### config.mk
export PLATFORM = sky130hd
export DESIGN_NAME = mac_matmul_seq
export DESIGN_NICKNAME = d
export VERILOG_FILES = /design/src/rtl/mac_pkg.sv /design/src/rtl/mac_idx_gen.sv /design/src/rtl/mac_matmul_seq.sv
export SDC_FILE = /design/constraint.sdc
export NUM_CORES = 1
export LEC_CHECK = 0
export ABC_AREA = 1
export CAP_MARGIN = 20
export CORE_UTILIZATION = 28
export DETAILED_ROUTE_END_ITERATION = 12
export GPL_ROUTABILITY_DRIVEN = 0
export GPL_TIMING_DRIVEN = 1
export MAX_ROUTING_LAYER = met4
export PLACE_DENSITY = 0.78
export SLEW_MARGIN = 40
export SYNTH_ARGS = -nofsm -noshare
export SYNTH_HDL_FRONTEND = slang
export SYNTH_SLANG_ARGS = --single-unit
### constraint.sdc
create_clock -name clk -period 1.2 [get_ports clk]
set_input_delay 0.12 -clock clk [delete_from_list [all_inputs] [get_ports clk]]
set_output_delay 0.12 -clock clk [all_outputs]
set_load 0.02 [all_outputs]
### src/rtl/mac_pkg.sv
// Shared types and widths for the 4-bit MAC matrix-multiply datapath.
package mac_pkg;
  localparam int W_IN  = 4;
  localparam int W_ACC = 10;
  localparam int MAX_N = 4;

  typedef enum logic [2:0] {
    IDLE,
    CLR,
    ACC,
    WRT,
    DONE
  } seq_state_t;
endpackage

### src/rtl/mac_idx_gen.sv
// Row/column/inner-product counters and the row-major addresses derived from them.
module mac_idx_gen #(
  parameter  int N  = 2,
  localparam int AW = $clog2(N*N),
  localparam int CW = $clog2(N)
) (
  input  logic          clk,
  input  logic          rst_n,
  input  logic          clr,
  input  logic          step_k,
  input  logic          step_ij,
  output logic          last_k,
  output logic          last_ij,
  output logic [AW-1:0] a_addr,
  output logic [AW-1:0] b_addr,
  output logic [AW-1:0] c_addr
);
  localparam logic [CW-1:0] LAST = CW'(N-1);
  localparam logic [AW-1:0] NA   = AW'(N);

  logic [CW-1:0] r_i, r_j, r_k;
  logic [AW-1:0] w_i, w_j, w_k;

  always_ff @(posedge clk) begin
    if (!rst_n || clr) begin
      r_i <= '0;
      r_j <= '0;
      r_k <= '0;
    end else if (step_ij) begin
      r_k <= '0;
      if (r_j == LAST) begin
        r_j <= '0;
        r_i <= r_i + 1'b1;
      end else begin
        r_j <= r_j + 1'b1;
      end
    end else if (step_k) begin
      r_k <= r_k + 1'b1;
    end
  end

  assign w_i     = AW'(r_i);
  assign w_j     = AW'(r_j);
  assign w_k     = AW'(r_k);
  assign last_k  = (r_k == LAST);
  assign last_ij = (r_i == LAST) && (r_j == LAST);
  assign a_addr  = w_i * NA + w_k;
  assign b_addr  = w_k * NA + w_j;
  assign c_addr  = w_i * NA + w_j;
endmodule

### src/rtl/mac_matmul_seq.sv
// Sequencer driving one shared MAC to compute C = A x B, one MAC operation per cycle.
module mac_matmul_seq
  import mac_pkg::*;
#(
  parameter  int N  = 2,
  localparam int AW = $clog2(N*N)
) (
  input  logic             clk,
  input  logic             rst_n,
  input  logic             start,
  input  logic             abort,
  output logic             busy,
  output logic             done,
  output logic [AW-1:0]    a_addr,
  output logic [AW-1:0]    b_addr,
  input  logic [W_IN-1:0]  a_data,
  input  logic [W_IN-1:0]  b_data,
  output logic [W_IN-1:0]  mac_w,
  output logic [W_IN-1:0]  mac_x,
  output logic             mac_load,
  output logic             mac_clear,
  input  logic [W_ACC-1:0] mac_o,
  output logic             c_wr_en,
  output logic [AW-1:0]    c_addr,
  output logic [W_ACC-1:0] c_data
);
  seq_state_t    r_state, w_next;
  logic          w_clr_idx, w_step_k, w_step_ij;
  logic          w_last_k, w_last_ij;
  logic [AW-1:0] w_a_addr, w_b_addr, w_c_addr;

  mac_idx_gen #(.N(N)) u_idx (
    .clk     (clk),
    .rst_n   (rst_n),
    .clr     (w_clr_idx),
    .step_k  (w_step_k),
    .step_ij (w_step_ij),
    .last_k  (w_last_k),
    .last_ij (w_last_ij),
    .a_addr  (w_a_addr),
    .b_addr  (w_b_addr),
    .c_addr  (w_c_addr)
  );

  always_ff @(posedge clk) begin
    if (!rst_n) r_state <= IDLE;
    else        r_state <= w_next;
  end

  // Outputs depend only on the registered state; abort only redirects the next state.
  always_comb begin
    w_next    = r_state;
    w_clr_idx = 1'b0;
    w_step_k  = 1'b0;
    w_step_ij = 1'b0;
    busy      = 1'b0;
    done      = 1'b0;
    a_addr    = '0;
    b_addr    = '0;
    mac_w     = '0;
    mac_x     = '0;
    mac_load  = 1'b0;
    mac_clear = 1'b0;
    c_wr_en   = 1'b0;
    c_addr    = '0;
    c_data    = '0;
    case (r_state)
      IDLE: begin
        w_clr_idx = 1'b1;
        if (start && !abort) w_next = CLR;
      end
      CLR: begin
        mac_clear = 1'b1;
        w_next    = ACC;
      end
      ACC: begin
        a_addr   = w_a_addr;
        b_addr   = w_b_addr;
        mac_w    = a_data;
        mac_x    = b_data;
        mac_load = 1'b1;
        w_step_k = !w_last_k;
        w_next   = w_last_k ? WRT : ACC;
      end
      WRT: begin
        c_wr_en   = 1'b1;
        c_addr    = w_c_addr;
        c_data    = mac_o;
        w_step_ij = 1'b1;
        w_next    = w_last_ij ? DONE : CLR;
      end
      DONE: begin
        done   = 1'b1;
        w_next = IDLE;
      end
      default: w_next = IDLE;
    endcase
    if (r_state != IDLE) begin
      busy = 1'b1;
      if (abort) w_next = IDLE;
    end
  end
endmodule

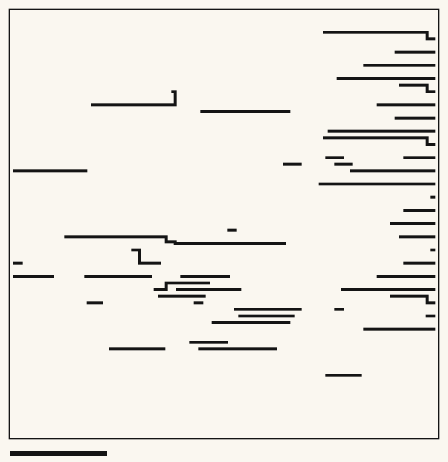
*Met3 routing*
Bar = 10 um.
longest straight run = 11.7 um
main direction = horizontal
share of all routed wire = 8.6%
wire length on this layer = 271 um

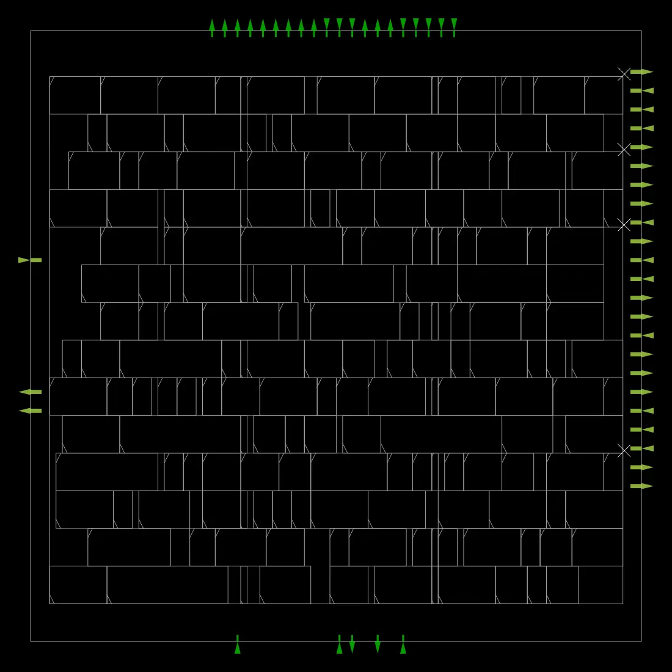
*Cell outlines without signal wires*
final core utilization: 90.00%
Core ar.: 1577 um2
Taps Inserted: 16
FP Rows: 14

==> out/results.ini <==
[min_path]
whs_endpoint=r_state[2]

[synthesis]
synth_cells=95
yosysTopAreaCell=dfxtp_1
yosysTopAreaCellShare_pct=24.18
yosys.cell_count.top_type=inv_1
ys_seq_share_pct=24.18
synth_adder_area_share_pct=0
aoi_share_pct=5.793
synthArstFlopShare_pct=0
simple_gate_area_share_pct=42.32

[grt]
met2_usage_pct=39.71
first_global_vias=773

[route]
highest_layer=met4
wl_per_cell_um=17.37
dr.pass1.iters=11
drt_wl_total_mm=3.162
antenna_left=0
drc_errors=4

[floorplanning]
num_io_pins=51
die_w_um=44.12
initial_core_util_pct=31.51

[status]
outcome=complete, but fails checks
violations=design-rule violations, negative setup slack

[worst_setup_path]
critPathLaunchType=register
reg2reg_to=r_state[0]
cp-startpoint=r_state[1]
reg2reg_slack_ns=-0.04
crit_end=mac_clear

[place]
placedInstanceArea_um2=1120
post-place-cells=174

[layout]
logic_area_um2=416.7
clk_share_pct=1.587
seqCellArea_um2=131.4
final_cells=182
syn_to_final_growth_pct=185.6

[timing]
period_used_pct=110.7
rsz0062_at_grt=true
layout_setup_ws_ns=-0.1282
setup_viol=31

[cts]
cts.hold.buffers_added=0
cts.reportedPaths.clkPinSlew_ns=0.06
cts.sinks=6
clk_latency_ns=0.26

[run]
warnings=28
max-cap-violations=0

[power_and_ir_drop]
p_seq_uw=203

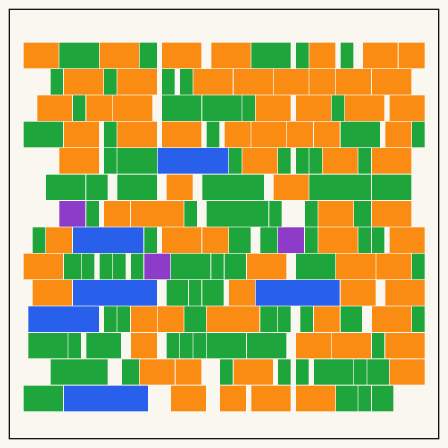
*Placement by cell class*
other buffers and delay cells -> orange  # cells 70, share of their area 50%
all other logic -> green  # cells 87, share of their area 39%
flip-flops -> blue  # cells 6, share of their area 9.4%
cells driving clock nets -> purple  # cells 3, share of their area 1.6%

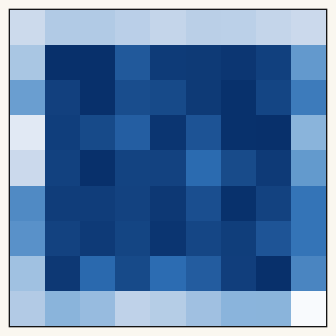
*Cell area per tile*
9 x 9 tiles, from white (low) to dark blue (high), 0 to 100% covered.
tiles over 75% full = 61%
fullest tile = 100%
mean over tiles = 72%

